`config.mk`:
```
export PLATFORM = sky130hd
export DESIGN_NAME = gate_seq_ctrl
export DESIGN_NICKNAME = d
export VERILOG_FILES = /design/src/rtl/gate_seq_pkg.sv /design/src/rtl/settle_counter.sv /design/src/rtl/gate_seq_ctrl.sv
export SDC_FILE = /design/constraint.sdc
export NUM_CORES = 1
export LEC_CHECK = 0
export ABC_CLOCK_PERIOD_IN_PS = 5600
export CAP_MARGIN = 40
export CORE_MARGIN = 5
export CORE_UTILIZATION = 57
export CTS_CLUSTER_DIAMETER = 30
export DETAILED_ROUTE_END_ITERATION = 8
export GPL_ROUTABILITY_DRIVEN = 0
export PLACE_DENSITY = 0.82
export REMOVE_ABC_BUFFERS = 1
export SYNTH_ARGS = -nofsm -noshare
export SYNTH_HDL_FRONTEND = slang
export SYNTH_HIERARCHICAL = 1
export SYNTH_SLANG_ARGS = --single-unit
```
`constraint.sdc`:
```
create_clock -name clk -period 5.6 [get_ports clk]
set_clock_uncertainty 0.15 [all_clocks]
set_input_delay 0.56 -clock clk [delete_from_list [all_inputs] [get_ports clk]]
set_output_delay 0.56 -clock clk [all_outputs]
set_load 0.01 [all_outputs]
```
`src/rtl/gate_seq_pkg.sv`:
```
// Shared definitions for the gate self-test sequencer: FSM state encoding and vector sizing.
package gate_seq_pkg;

    localparam int unsigned NUM_VEC = 4;
    localparam int unsigned VEC_W   = 2;

    typedef enum logic [2:0] {
        StIdle,
        StApply,
        StSettle,
        StSample,
        StDone
    } state_e;

endpackage

```
`src/rtl/settle_counter.sv`:
```
// Settle-time counter: cleared by load, counts while enabled, flags the last settle cycle.
module settle_counter #(
    parameter int unsigned CNT_W  = 8,
    parameter int unsigned SETTLE = 2
) (
    input  logic clk,
    input  logic rst_n,
    input  logic load,
    input  logic en,
    output logic term
);

    // With SETTLE==0 the settle state is never entered, so the terminal value is irrelevant.
    localparam logic [CNT_W-1:0] TERM_VAL = (SETTLE == 0) ? '0 : CNT_W'(SETTLE - 1);

    logic [CNT_W-1:0] count_q;

    always_ff @(posedge clk or negedge rst_n) begin
        if (!rst_n) begin
            count_q <= '0;
        end else if (load) begin
            count_q <= '0;
        end else if (en) begin
            count_q <= count_q + 1'b1;
        end
    end

    assign term = (count_q == TERM_VAL);

endmodule

```
`src/rtl/gate_seq_ctrl.sv`:
```
// Self-test sequencer for a 2-input gate: steps 00..11 onto the gate, waits, samples,
// and compares each response against an expected truth table.
module gate_seq_ctrl
    import gate_seq_pkg::*;
#(
    parameter logic [NUM_VEC-1:0] EXPECT = 4'b1110,
    parameter int unsigned        SETTLE = 2,
    parameter int unsigned        CNT_W  = 8
) (
    input  logic               clk,
    input  logic               rst_n,
    input  logic               start,
    input  logic               gate_out,
    output logic               x,
    output logic               y,
    output logic [VEC_W-1:0]   vec_idx,
    output logic               busy,
    output logic               done,
    output logic               pass,
    output logic [NUM_VEC-1:0] fail_mask
);

    localparam logic HAS_SETTLE = (SETTLE != 0);

    state_e             state_q, state_d;
    logic [VEC_W-1:0]   vec_q, vec_d;
    logic [1:0]         xy_q, xy_d;
    logic               busy_q, busy_d;
    logic               done_q, done_d;
    logic               pass_q, pass_d;
    logic [NUM_VEC-1:0] fail_q, fail_d;
    logic               cnt_load, cnt_en, cnt_term;

    settle_counter #(
        .CNT_W  (CNT_W),
        .SETTLE (SETTLE)
    ) u_settle_counter (
        .clk   (clk),
        .rst_n (rst_n),
        .load  (cnt_load),
        .en    (cnt_en),
        .term  (cnt_term)
    );

    always_comb begin
        state_d  = state_q;
        vec_d    = vec_q;
        xy_d     = xy_q;
        busy_d   = busy_q;
        done_d   = 1'b0;
        pass_d   = pass_q;
        fail_d   = fail_q;
        cnt_load = 1'b0;
        cnt_en   = 1'b0;

        unique case (state_q)
            StIdle: begin
                if (start) begin
                    state_d = StApply;
                    vec_d   = '0;
                    xy_d    = '0;
                    fail_d  = '0;
                    pass_d  = 1'b0;
                    busy_d  = 1'b1;
                end
            end
            StApply: begin
                if (HAS_SETTLE) begin
                    state_d  = StSettle;
                    cnt_load = 1'b1;
                end else begin
                    state_d = StSample;
                end
            end
            StSettle: begin
                cnt_en = 1'b1;
                if (cnt_term) begin
                    state_d = StSample;
                end
            end
            StSample: begin
                fail_d[vec_q] = (gate_out != EXPECT[vec_q]);
                if (vec_q == VEC_W'(NUM_VEC - 1)) begin
                    state_d = StDone;
                    done_d  = 1'b1;
                    // Includes the last vector's result, so pass is valid alongside done.
                    pass_d  = (fail_d == '0);
                end else begin
                    state_d = StApply;
                    vec_d   = vec_q + 1'b1;
                    xy_d    = vec_q + 1'b1;
                end
            end
            StDone: begin
                state_d = StIdle;
                busy_d  = 1'b0;
            end
            default: begin
                state_d = StIdle;
            end
        endcase
    end

    always_ff @(posedge clk or negedge rst_n) begin
        if (!rst_n) begin
            state_q <= StIdle;
            vec_q   <= '0;
            xy_q    <= '0;
            busy_q  <= 1'b0;
            done_q  <= 1'b0;
            pass_q  <= 1'b0;
            fail_q  <= '0;
        end else begin
            state_q <= state_d;
            vec_q   <= vec_d;
            xy_q    <= xy_d;
            busy_q  <= busy_d;
            done_q  <= done_d;
            pass_q  <= pass_d;
            fail_q  <= fail_d;
        end
    end

    assign x         = xy_q[1];
    assign y         = xy_q[0];
    assign vec_idx   = vec_q;
    assign busy      = busy_q;
    assign done      = done_q;
    assign pass      = pass_q;
    assign fail_mask = fail_q;

endmodule

```
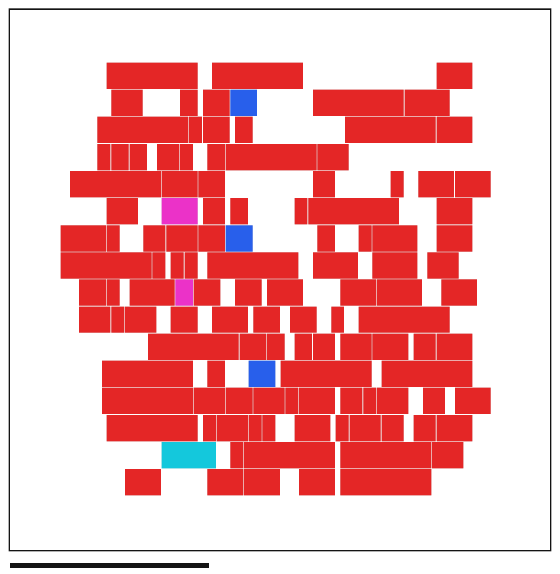
Figure 1: run 1, cells by drive strength.
Bar = 20 µm.
| colour | size | cells |
|---|---|---|
| red | x1 and smaller | 114 |
| cyan | x6 and larger | 1 |
| blue | x3 and x4 | 3 |
| magenta | x2 | 2 |
bufs w/o clock: 16
final worst slack: 3.26 ns
post-route cell area: 0.00128 mm²

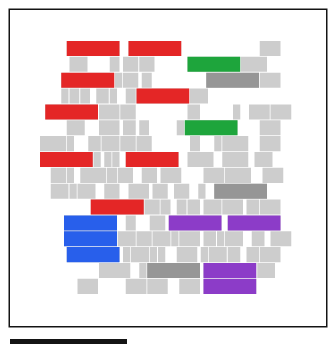
Figure 2: run 1, sequential cells grouped by signal name.
Bar = 20 µm. Other sequential cells in the stronger grey, the rest of the logic in the fainter grey.
| colour | name in the netlist | sequential cells |
|---|---|---|
| red | u_settle_counter/count_q | 8 |
| blue | state_q | 3 |
| purple | fail_mask | 4 |
| green | xy_q | 2 |
Layout Utilization: 67.6%
FF+latch area: 500 µm²
Seq group: 0.241 mW

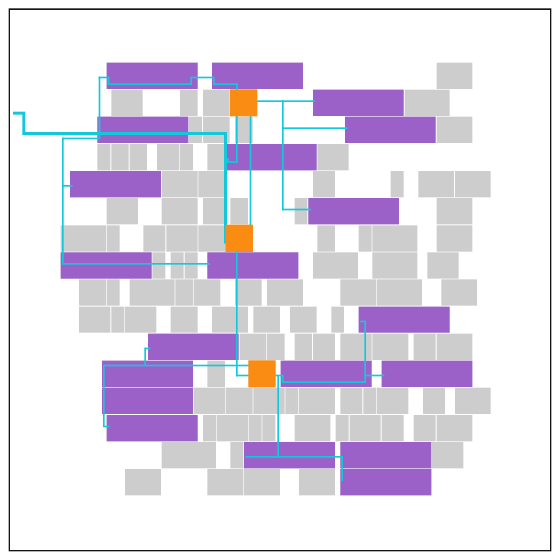
Figure 3: run 1, routed clock nets over the placement.
[cyan] clock wires | length: 217 µm
[purple] flip-flops | count: 20
[orange] clock-net drivers | count: 3
routed clock nets: 4

==> flow_summary_export.csv, run 1 <==
group,metric,value,unit
status,status,"finished, final reports clean",
worst_setup_path,arrival,2.41,ns
timing,tns,0,ns
route,via_per_inst,5.65,
placement,port_buffers,14,
global_routing,grt_pass1_vias,837,
clocking,clockBufferDepth,2,
timing,fin_crit,2.34,ns
worst_setup_path,critPathSlowestCell,"nor3b_1",
floorplanning,io_pins,15,
run,maxCapViolations,0,
floorplanning,die_y,54.2,µm
global_routing,grtUsageTotal,16.7,%
floorplanning,core_area,0.00190,mm²
worst_setup_path,crit_chain,"nor3b_1 -> o21ai_1 -> or4_1 -> a21oi_1",
clocking,cts_buffers,3,
clocking,clk_pin_slew,0.10,ns
timing,fmax,428,MHz
timing,maxSlewHeadroom,46.0,%
route,via_count,830,
route,routedWlPerCell,14.1,µm
timing,finalSetupViolCount,0,
clocking,cts_root_buffer,"clkbuf_4",
run,tool_warnings,30,
worst_setup_path,r2r_slack,3.26,ns
synthesis,ys_warn_count,6,
clocking,htree_levels,1,
placement,pre_cts_ws,3.27,ns
route,dr.first_iter.drc_count,16,
worst_setup_path,cpPeakStageDelay,0.73,ns
placement,place_inst,144,
worst_setup_path,crit_fanout,14,
clocking,cts_tree,"yes",
route,totalWireLength,2.08,mm
synthesis,ys_area,0.00111,mm²
final_layout,drive_gt1_share,5.00,%
worst_setup_path,worstSetupPathType,"register to register",
floorplanning,std_cell_rows,16,
clocking,clk_latency,0.29,ns
synthesis,syn_area_per_cell,10.2,µm²
placement,dpl_cell_area,0.00126,mm²
floorplanning,fp_util,58.6,%
run 1: logic make-up after synthesis:
logic type                 Yosys count  synth area share (%)
buffers and inverters               16                  6.74
muxes                                1                 0.899
adders and majority gates            7                  7.86
and+or+nand+nor                     34                  18.5
AOI/OAI and AO/OA                   25                  16.3
DFF                                 20                  44.9
xor gates and xnor gates             6                  4.72
run 1: sequential cells by signal, summed over array words and instances (netlist names):
| name | count |
|---|---|
| busy | 1 |
| done | 1 |
| fail_mask | 4 |
| pass | 1 |
| state_q | 3 |
| u_settle_counter/count_q | 8 |
| xy_q | 2 |
run 1: worst max-delay path: cells and delay by family, from the launching register on:
| kind | cells | cell delay [ns] |
|---|---|---|
| AND/OR/NAND/NOR | 2 | 1.23 |
| AND-OR/OR-AND | 2 | 0.37 |
| flip-flops | 1 | 0.52 |
run 1: routing by layer:
metal	vias up	track usage, %	wire length, µm
li1	419	-	-
met1	396	19.3	959
met2	13	29.9	1020
met3	2	2.49	82
met4	0	7.47	10
met5	-	0	0
run 1: per-stage QoR:
step / utilization, % / total power, mW
floorplan: - / 0.409
global placement: 65.3 / 0.497
detailed placement: 66.4 / 0.514
CTS: 67.6 / 0.580
global route: 67.6 / 0.621
finish: 67.6 / 0.573
run 1: path summary, 6_finish.rpt:
| kind | startpoint | endpoint | cells past startpoint |
|---|---|---|---|
| min in group asynchronous | rst_n | busy | 1 |
| hold / removal | pass | pass | 1 |
| setup reg to reg | state_q[2] | u_settle_counter/count_q[7] | 4 |
| max in group asynchronous | rst_n | u_settle_counter/count_q[2] | 2 |
| setup / recovery | state_q[2] | u_settle_counter/count_q[7] | 4 |
| hold reg to reg | pass | pass | 1 |
run 1: synth_stat cells (all sizes together) (2+ instances only):
library cell / number / area, µm²
dfrtp: 20 / 500
inv: 8 / 30.0
nor2: 8 / 30.0
ha: 7 / 87.6
a21oi: 5 / 25.0
buf: 5 / 32.5
nand2: 4 / 15.0
xnor2: 4 / 35.0
a22o: 3 / 26.3
clkbuf: 3 / 12.5
nand3: 3 / 20.0
nor2b: 3 / 18.8
o21ai: 3 / 15.0
or3: 3 / 18.8
a211oi: 2 / 15.0
a221o: 2 / 20.0
and4b: 2 / 20.0
nor3b: 2 / 15.0
o31ai: 2 / 15.0
or4: 2 / 15.0
xor2: 2 / 17.5
run 1: layout by cell type (no fill, tap or decap), drive strengths merged, types with 2 or more instances in the layout:
cell,synthesis,routed
clkbuf,3,3
nand3,3,3
a211oi,2,2
xnor2,4,4
a22o,3,3
nand2,4,4
nor2,8,8
or4,2,2
ha,7,7
and4b,2,2
dfrtp,20,20
a221o,2,2
nor3b,2,2
buf,5,2
a21oi,5,5
nor2b,3,3
inv,8,8
clkdlybuf4s50,0,14
or3,3,3
xor2,2,2
o21ai,3,3
o31ai,2,2
run 1: layout make-up:
class                   count  area (µm²)
clock buffers               3        22.5
fillers                   147         617
inverters                   8        30.0
multi-input cells          73         538
flip-flops and latches     20         500
well taps                  27        33.8
repair buffers             16         160
run 1: report_power, final:
group          internal (mW)  switching (mW)
Sequential             0.183          0.0573
Combinational          0.137           0.132
Clock                 0.0250          0.0391
Figure 4. Placement by cell class (run 1).
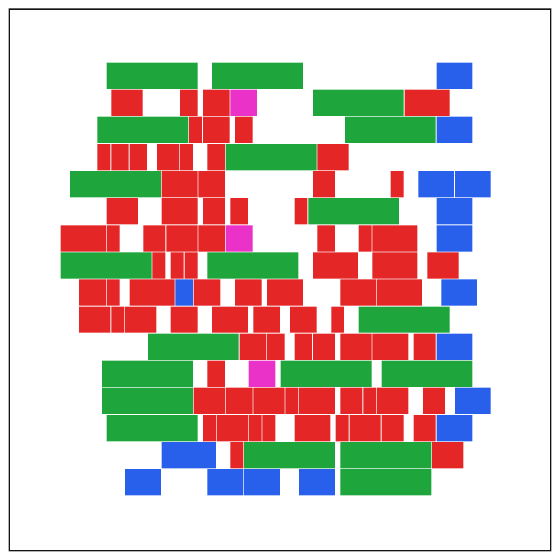

==> run 1 -> run 2 <==
- ABC_CLOCK_PERIOD_IN_PS: 5600 -> 2000
- CORE_UTILIZATION: 57 -> 48
- PLACE_DENSITY: 0.82 -> 0.74
- clock period: 5.6 -> 2 ns (I/O delays scaled with it)
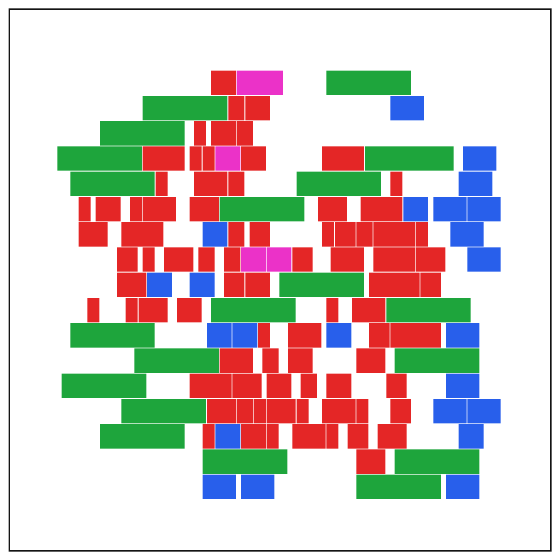
Figure 5: run 2, placement by cell class.
| colour | class | cells |
|---|---|---|
| blue | remaining buffers and delay cells | 23 |
| magenta | clock drivers and dummy loads | 4 |
| green | registers | 20 |
| red | remaining logic cells | 81 |

==> run 2 against run 1 <==
Register-to-register slack got worse by 3.2 ns. First-iteration DRC count grew 44%. Via count increased by 2.0%. Synthesized area did not move. Core utilization fell by 6.0 points. Critical path depth up 2. Combinational power grew to 3.3 times the previous value.
==> flow_summary_export.csv, run 2 <==
group,metric,value,unit
status,status,"finished, final reports clean",
synthesis,synthSimpleGateAreaFrac,18.5,%
global_routing,grtUsageTotal,13.9,%
synthesis,ys_sh_mux,0.899,%
power,max-vdd-ir-drop,0.000890,V
global_routing,grt_start_max_net_pins,21,
synthesis,edf_count,0,
global_routing,grt-ovfl-total,0,
route,totalWireLength,2.05,mm
synthesis,ys_area,0.00111,mm²
placement,dpl_cell_area,0.00131,mm²
worst_setup_path,crit_fanout,6,
synthesis,synth.most_common_cell,"dfrtp_1",
clocking,clk_latency,0.30,ns
clocking,htree_levels,1,
timing,fmax,528,MHz
worst_setup_path,worstSetupPathType,"register to register",
global_routing,antenna_found_initial,0,
global_routing,grt_pass1_vias,850,
floorplanning,core_area,0.00221,mm²
synthesis,syn_area_per_cell,10.2,µm²
synthesis,ys_seq_share,44.9,%
final_layout,diodes,0,
route,dr.first_iter.drc_count,23,
timing,grt_setup_unrepaired,"false",
route,drtAntennaViolNets,0,
route,drtPass1Iterations,4,
final_layout,final-seq-area,502,µm²
final_layout,largest_reg_flops,8,
route,drc,0,
clocking,cts_buffers,3,
synthesis,async_flop_share,100,%
synthesis,aoi_share,16.3,%
final_layout,final_layout_top_logic_cells,"19 x dfrtp_1, 14 x clkdlybuf4s50_1, 9 x buf_4, 8 x nor2_1, 7 x inv_1",
power,finalPower,1.77,mW
synthesis,top_cells_by_count,"20 x dfrtp_1, 8 x inv_1, 8 x nor2_1",
timing,finalHoldViolCount,0,
worst_setup_path,r2r_end,"pass",
clocking,cts_sinks,20,
clocking,cts_tree,"yes",
placement,port_buffers,14,
route,via_per_inst,5.43,
final_layout,final_area,0.00136,mm²
final_layout,fin_util,61.6,%
synthesis,yosysTopAreaCell,"dfrtp_1",
worst_setup_path,required,2.05,ns
synthesis,synthAdderAreaFrac,7.87,%
final_layout,fillers,201,
final_layout,instances_no_fill,156,
clocking,cts_setup_buffers,0,
floorplanning,fp_util,50.3,%
final_layout,logic_area,552,µm²
floorplanning,io_pins,15,
synthesis,post_synth_num_cell_types,41,
timing,tightest_slew,0.407,ns
worst_setup_path,r2r-start,"xy_q[0]",
final_layout,final_common_cell,"dfrtp_1",
final_layout,top_register,"u_settle_counter/count_q",
route,routedWlPerCell,13.2,µm
floorplanning,std_cell_rows,17,
final_layout,fin_nets,140,
final_layout,area_growth_syn_to_layout,22.4,%
placement,place_inst,152,
clocking,cts_root_buffer,"clkbuf_4",
final_layout,drive_gt1_share,14.8,%
worst_setup_path,r2r_slack,0.10,ns
run,maxCapViolations,0,
worst_setup_path,reg2reg_depth,6,
clocking,clockBufferDepth,2,
synthesis,top_cell_area_share,44.9,%
worst_setup_path,arrival,1.94,ns
timing,tns,0,ns
synthesis,ys_warn_count,6,
timing,finalSetupViolCount,0,
worst_setup_path,critPathCaptureType,"register",
synthesis,ys_sh_xor,4.72,%
run,tool_warnings,30,
synthesis,area_leaders,"dfrtp_1 45%, ha_1 7.9%, xnor2_1 3.1%",
timing,fin_crit,1.90,ns
floorplanning,die_y,58.2,µm
timing,maxSlewHeadroom,72.6,%
clocking,clk_pin_slew,0.12,ns
worst_setup_path,startpoint,"xy_q[0]",
route,via_count,847,
timing,period_used_share,94.8,%
synthesis,synthFlopType,"dfrtp_1",
floorplanning,die_x,58.2,µm
synthesis,topCombFamilyByArea,"simple AND/OR/NAND/NOR gates",
## run 2: cell types whose count changed in the layout (fill, tap and decap cells not counted), sizes merged
| cell | before | now |
|---|---|---|
| buf | 2 | 9 |
| clkbuf | 3 | 4 |
## run 2: how the worst max path moves through the flow
stage	to	slack, ns	depth (start not counted)
floorplan	u_settle_counter/count_q[7]	-0.21	4
global placement	pass	0.09	5
detailed placement	pass	0.03	5
CTS	pass	0.02	5
global route	pass	0.01	6
finish	pass	0.10	6
## run 2: critical path, stage by stage (launching register included)
cell	delay (ns)
dfrtp_2	0.43
inv_1	0.07
buf_4	0.14
ha_1	0.19
xnor2_1	0.37
mux2i_1	0.18
a32o_1	0.28
## run 2: cell families (layout without fill, tap and decap cells)
family          Yosys count  in the layout
mux                       1              1
xor+xnor                  6              6
compound gates           25             25
buf+inv                  16             35
fa+ha+maj                 7              7
flops                    20             20
simple gates             34             34
## run 2: repair_timing
action                                  4_1_cts  5_1_grt
gates resized                                 1        5
pin swaps                                     0        0
hold buffers                                  0        0
endpoints found under the setup margin        1        4
endpoints found under the hold margin         0        0
## run 2: cell type report
cell class                      instances  area share [%]
Timing Repair Buffer                   23            15.2
Clock buffer                            4            2.66
Sequential cell                        20            36.8
Inverter                                8            2.20
Multi-Input combinational cell         73            40.5
Tap cell                               28            2.57
## run 2: metrics by stage
| step | hold WS, ns | worst slack (ns) |
|---|---|---|
| detailed placement | 0.354 | 0.0278 |
| global placement | 0.330 | 0.0900 |
| finish | 0.0817 | 0.105 |
| floorplan | -0.246 | -0.214 |
| global route | 0.0967 | 0.0147 |
| CTS | 0.0907 | 0.0164 |
## run 2: layer usage
layer | global-route usage (%) | vias to the layer above | wire length (µm)
met5 | 0 | - | 0
met4 | 3.97 | 0 | 14
met2 | 24.5 | 16 | 962
li1 | - | 431 | -
met1 | 17.2 | 398 | 974
met3 | 2.67 | 2 | 102
## run 2: report_power, final
part           total [mW]  internal [mW]  switching (mW)
clock               0.233          0.111           0.122
combinational       0.894          0.472           0.421
sequential          0.639          0.516           0.124
total                1.77           1.10           0.667
Power and IR drop assume default switching activity.
